## config.mk

```make
export PLATFORM = sky130hd
export DESIGN_NAME = alu_req_driver
export DESIGN_NICKNAME = d
export VERILOG_FILES = /design/src/rtl/alu_req_driver.sv
export SDC_FILE = /design/constraint.sdc
export NUM_CORES = 1
export LEC_CHECK = 0
export CORE_ASPECT_RATIO = 1.75
export CORE_MARGIN = 2
export CORE_UTILIZATION = 40
export DETAILED_ROUTE_END_ITERATION = 10
export PLACE_DENSITY = 0.67
export SETUP_SLACK_MARGIN = 0.5
export SLEW_MARGIN = 20
export SYNTH_ARGS = -nofsm -noshare
export SYNTH_HDL_FRONTEND = slang
export SYNTH_SLANG_ARGS = --single-unit
```

## constraint.sdc

```tcl
create_clock -name clk -period 3.17 [get_ports clk]
set_clock_uncertainty 0.1 [all_clocks]
set_input_delay 0.634 -clock clk [delete_from_list [all_inputs] [get_ports clk]]
set_output_delay 0.634 -clock clk [all_outputs]
set_load 0.01 [all_outputs]
```

## src/rtl/alu_req_driver.sv

```systemverilog
// Request FIFO feeding a combinational ALU, one op at a time.
// Each op is issued for one cycle, then its response is held until accepted.
package riscv_32i_control_pkg;
    typedef logic [31:0] word_t;
    typedef enum logic [3:0] {
        ALU_ADD  = 4'd0,
        ALU_SUB  = 4'd1,
        ALU_AND  = 4'd2,
        ALU_OR   = 4'd3,
        ALU_XOR  = 4'd4,
        ALU_SLL  = 4'd5,
        ALU_SRL  = 4'd6,
        ALU_SRA  = 4'd7,
        ALU_SLT  = 4'd8,
        ALU_SLTU = 4'd9
    } alu_op_t;
endpackage

module alu_req_driver
    import riscv_32i_control_pkg::*;
#(
    parameter int DEPTH = 4
) (
    input  logic                     clk,
    input  logic                     rst_n,
    input  logic                     req_valid,
    output logic                     req_ready,
    input  alu_op_t                  req_op,
    input  word_t                    req_a,
    input  word_t                    req_b,
    output alu_op_t                  alu_op,
    output word_t                    alu_in_a,
    output word_t                    alu_in_b,
    output logic                     alu_issue,
    input  word_t                    alu_result,
    input  logic                     alu_zero,
    output logic                     rsp_valid,
    input  logic                     rsp_ready,
    output alu_op_t                  rsp_op,
    output word_t                    rsp_result,
    output logic                     rsp_zero,
    output logic [$clog2(DEPTH):0]   count
);

    localparam int AW = $clog2(DEPTH);

    typedef struct packed {
        alu_op_t op;
        word_t   a;
        word_t   b;
    } req_t;

    typedef enum logic [1:0] {
        IDLE  = 2'd0,
        ISSUE = 2'd1,
        HOLD  = 2'd2
    } state_t;

    state_t         state_q;
    state_t         state_d;
    req_t           mem [DEPTH];
    req_t           head;
    logic [AW-1:0]  wr_ptr;
    logic [AW-1:0]  rd_ptr;
    logic [AW:0]    count_q;
    logic           push;
    logic           pop;
    logic           fifo_nonempty;

    assign req_ready     = (count_q < (AW+1)'(DEPTH));
    assign push          = req_valid & req_ready;
    assign fifo_nonempty = (count_q != '0);
    assign head          = mem[rd_ptr];
    assign count         = count_q;
    assign alu_issue     = (state_q == ISSUE);

    always_comb begin
        state_d = state_q;
        pop     = 1'b0;
        unique case (state_q)
            IDLE: begin
                if (fifo_nonempty) begin
                    pop     = 1'b1;
                    state_d = ISSUE;
                end
            end
            ISSUE: state_d = HOLD;
            HOLD: begin
                if (rsp_ready) begin
                    if (fifo_nonempty) begin
                        pop     = 1'b1;
                        state_d = ISSUE;
                    end else begin
                        state_d = IDLE;
                    end
                end
            end
            default: state_d = IDLE;
        endcase
    end

    // Storage needs no reset: occupancy alone says which slots are live.
    always_ff @(posedge clk) begin
        if (push) begin
            mem[wr_ptr] <= '{op: req_op, a: req_a, b: req_b};
        end
    end

    always_ff @(posedge clk or negedge rst_n) begin
        if (!rst_n) begin
            state_q <= IDLE;
            wr_ptr  <= '0;
            rd_ptr  <= '0;
            count_q <= '0;
        end else begin
            state_q <= state_d;
            if (push) begin
                wr_ptr <= wr_ptr + 1'b1;
            end
            if (pop) begin
                rd_ptr <= rd_ptr + 1'b1;
            end
            unique case ({push, pop})
                2'b10:   count_q <= count_q + 1'b1;
                2'b01:   count_q <= count_q - 1'b1;
                default: count_q <= count_q;
            endcase
        end
    end

    always_ff @(posedge clk or negedge rst_n) begin
        if (!rst_n) begin
            alu_op   <= ALU_ADD;
            alu_in_a <= '0;
            alu_in_b <= '0;
        end else if (pop) begin
            alu_op   <= head.op;
            alu_in_a <= head.a;
            alu_in_b <= head.b;
        end
    end

    // The ALU is combinational, so its outputs are valid at the closing edge of ISSUE.
    always_ff @(posedge clk or negedge rst_n) begin
        if (!rst_n) begin
            rsp_valid  <= 1'b0;
            rsp_op     <= ALU_ADD;
            rsp_result <= '0;
            rsp_zero   <= 1'b0;
        end else if (state_q == ISSUE) begin
            rsp_valid  <= 1'b1;
            rsp_op     <= alu_op;
            rsp_result <= alu_result;
            rsp_zero   <= alu_zero;
        end else if (state_q == HOLD && rsp_ready) begin
            rsp_valid  <= 1'b0;
        end
    end

endmodule

```

Run 1, the metal 3 layer:
Scale: 1.5 px per µm. Cells faint in the background.
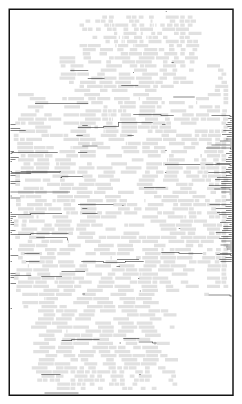
The wires run mostly horizontal. The longest straight run is 39.3 µm. The layer holds 4.3% of the routed length. 119 nets have wire on it.
Global Route met3 Usage: 0.0288
number of vias after detailed routing: 6716
aggregate routed wire length: 29.5 mm

Run 1, routed metal, one colour a layer:
Scale: 1.5 px per µm.
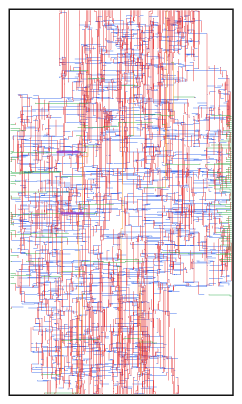
Key: green = M3 [wire length 1260 µm]; red = M2 [wire length 16800 µm]; orange = M4 [wire length 772 µm]; purple = M5 [wire length 27.6 µm]; blue = M1 [wire length 10700 µm]
detail-routed net length per standard cell: 21.6 µm
All-Layer GR Usage: 0.157

Run 1, congestion heat map:
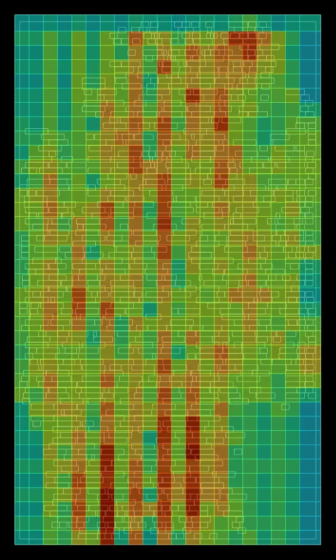
GR met2 Demand/Resource: 0.300
final core utilization: 0.516
GR met1 Demand/Resource: 0.170
peak-usage layer in the global routing report: met2

==> metrics.log, run 1 <==
[flow] collecting metrics
INFO  metric run_status = completed
INFO  metric sh_comb_area = 0.175
INFO  metric floorplan.core_util = 0.405
INFO  metric tightest_slew = 0.775 ns
INFO  metric fin_setup_tns = 0 ns
INFO  metric switching_share = 0.278
INFO  metric synthesis.instances = 628
INFO  metric grt_setup_unrepaired = no
INFO  metric total_congestion_overflow_after_global_routing = 0
INFO  metric critical_path.cell_chain = inv_1 > nor2_4 > clkdlybuf4s50_1
INFO  metric layout.sequential_cells = 387
INFO  metric bufAreaShareNonClock = 0.133
INFO  metric clock_tree.htree_level_count = 2
INFO  metric num-fill-cells = 2877
INFO  metric yosys.stat.seqShare = 0.759
INFO  metric setup_violations = 0
INFO  metric synth.lib_cells_used.distinct = 28
INFO  metric clockNetworkAreaShare = 0.0618
INFO  metric p_clk_frac = 0.231
INFO  metric critical_path.endpoint = alu_issue
INFO  metric p_seq_frac = 0.415
INFO  metric logic_family = multiplexers
INFO  metric post_synth_and_or_nand_nor_area_fraction = 0.00654
INFO  metric drt-pass1-iter-count = 4
INFO  metric topCellsByArea = sky130_fd_sc_hd__edfxtp_1, sky130_fd_sc_hd__dfrtp_1, sky130_fd_sc_hd__mux4_2, sky130_fd_sc_hd__mux2_4, sky130_fd_sc_hd__mux2_2
INFO  metric drc = 0
==> run 1: through the flow <==
step	utilization	cells	instance area [µm²]	worst slack, ns	total power, mW
2_1_floorplan	-	628	14600	0.775	11.6
3_3_place_gp	0.484	1305	17400	0.554	14.2
3_5_place_dp	0.484	1305	17400	0.528	14.3
4_1_cts	0.516	1369	18500	0.574	18.6
5_1_grt	0.516	1370	18500	0.534	19.1
6_report	0.516	1370	18500	0.620	18.2
==> run 1: power by group through the flow <==
| stage | clock (mW) | sequential, mW | combinational, mW |
|---|---|---|---|
| after global placement | 0 | 7.68 | 6.51 |
| after floorplan | 0 | 7.65 | 3.97 |
| after CTS | 4.35 | 7.62 | 6.60 |
| after global routing | 4.54 | 7.74 | 6.86 |
| after detailed placement | 0 | 7.70 | 6.61 |
| final | 4.21 | 7.58 | 6.45 |
Run 1, sequential cells coloured by netlist name:
Scale: 1.5 px per µm. Other sequential cells in the stronger grey, the rest of the logic in the fainter grey.
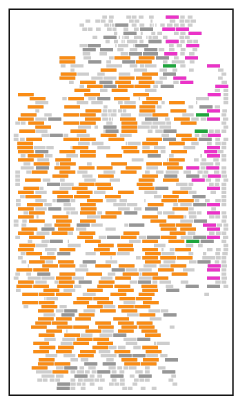

==> inputs of run 2 (changes only) <==
- clock period: 3.17 -> 2.6 ns (I/O delays scaled with it)
Run 2, sequential cells coloured by netlist name:
Scale: 1.5 px per µm. Other sequential cells in the stronger grey, the rest of the logic in the fainter grey.
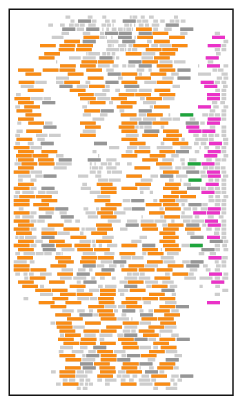
Key: green = alu_op [sequential cells 4, where right middle]; orange = mem [sequential cells 272, where spread over the die]; magenta = rsp_result [sequential cells 32]
Another 79 sequential cells are not coloured.
register fraction of the total cell area: 0.585
final core utilization: 0.526

Run 2, routed clock nets over the placement:
Scale: 2 px per µm.
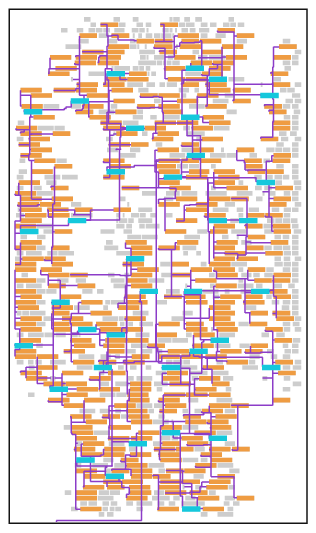
Key: purple = clock wires [length 4240 µm]; cyan = clock-net drivers [count 36]; orange = flip-flops [count 387]
There are 37 routed clock nets. Position of the flops: spread over the die.
clock latency on the worst-skew pair: 0.52 ns
clock network power: 5.20 mW
clock group share of total power: 0.233

Run 2, congestion heat map:
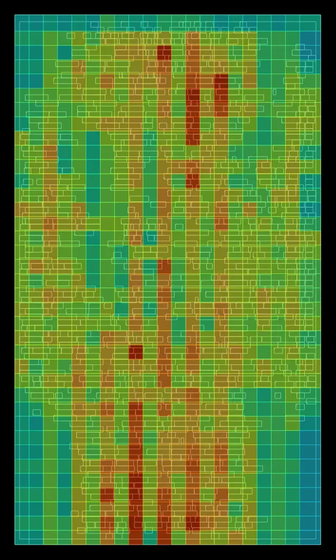
GR met2 Demand/Resource: 0.290
GR met1 Demand/Resource: 0.168
detail-routed net length per standard cell: 20.7 µm
All-Layer GR Usage: 0.154

==> run 2 against run 1 <==
  * Via count increased by 1.6%
  * Design area grew 1.9%
  * Worst setup slack lost 0.091 ns
  * Critical endpoint is now alu_in_b[10]
==> metrics.log, run 2 <==
[flow] collecting metrics
INFO  metric run_status = completed
INFO  metric sh_comb_area = 0.173 (-0.00242)
INFO  metric dpl.cell_count = 1317 (+0.92%)
INFO  metric clock_tree.htree_level_count = 2 (unchanged)
INFO  metric drt-pass1-iter-count = 4 (unchanged)
INFO  metric power_top_consumer = registers
INFO  metric p_seq_frac = 0.405 (-0.010)
INFO  metric bufAreaShareNonClock = 0.145 (+0.0123)
INFO  metric total_congestion_overflow_after_global_routing = 0 (unchanged)
INFO  metric pwr.group.combinational = 8.12 mW (+26%)
INFO  metric critical_path.endpoint = alu_in_b[10]
INFO  metric dp_worst_setup_slack = 0.115 ns (-0.413 ns)
INFO  metric ff_type = sky130_fd_sc_hd__edfxtp_1
INFO  metric power.sequential.total = 9.05 mW (+19%)
INFO  metric drt-total-wl = 28.9 mm (-2.2%)
INFO  metric synth.lib_cells_used.distinct = 28 (unchanged)
INFO  metric setup_violations = 0 (unchanged)
INFO  metric tightest_slew = 0.499 ns (-0.276 ns)
INFO  metric placed_area = 17600 µm² (+1.1%)
INFO  metric fin_ws = 0.528 ns (-0.0914 ns)
INFO  metric layout.sequential_cells = 387 (unchanged)
INFO  metric fin_setup_tns = 0 ns (unchanged)
INFO  metric topCellsByArea = sky130_fd_sc_hd__edfxtp_1, sky130_fd_sc_hd__dfrtp_1, sky130_fd_sc_hd__mux4_2, sky130_fd_sc_hd__mux2_4, sky130_fd_sc_hd__mux2_2
INFO  metric final_cells = 1397 (+2.0%)
INFO  metric vias = 6822 (+1.6%)
INFO  metric synthesis.instances = 628 (unchanged)
==> run 2: cell counts after synthesis <==
Identical to the previous run, type by type.
==> run 2: per-layer routing <==
metal / global-route usage / vias up
li1: - / 3038
met1: 0.168 / 3520
met2: 0.290 / 207
met3: 0.0359 / 51
met4: 0.0511 / 6
met5: 0 / -
==> run 2: logic make-up (layout without fill, tap and decap cells) <==
group	Yosys count	after routing	synth area share
DFF	387	387	0.759
muxes	174	174	0.205
buffers and inverters	37	333	0.0186
and+or+nand+nor	14	14	0.00654
adders and majority gates	6	6	0.00568
xor gates and xnor gates	6	6	0.00361
AOI/OAI and AO/OA	4	4	0.00155
other	0	3	0
==> run 2: timing repair <==
item,in CTS,in global routing
resized,34,26
setup endpoints to repair,34,39
endpoints found under the hold margin,15,0
setup buffers,1,9
pin swaps,0,0
hold buffers,1,0
No activity file was given, so power comes from the tool's default toggle rates.
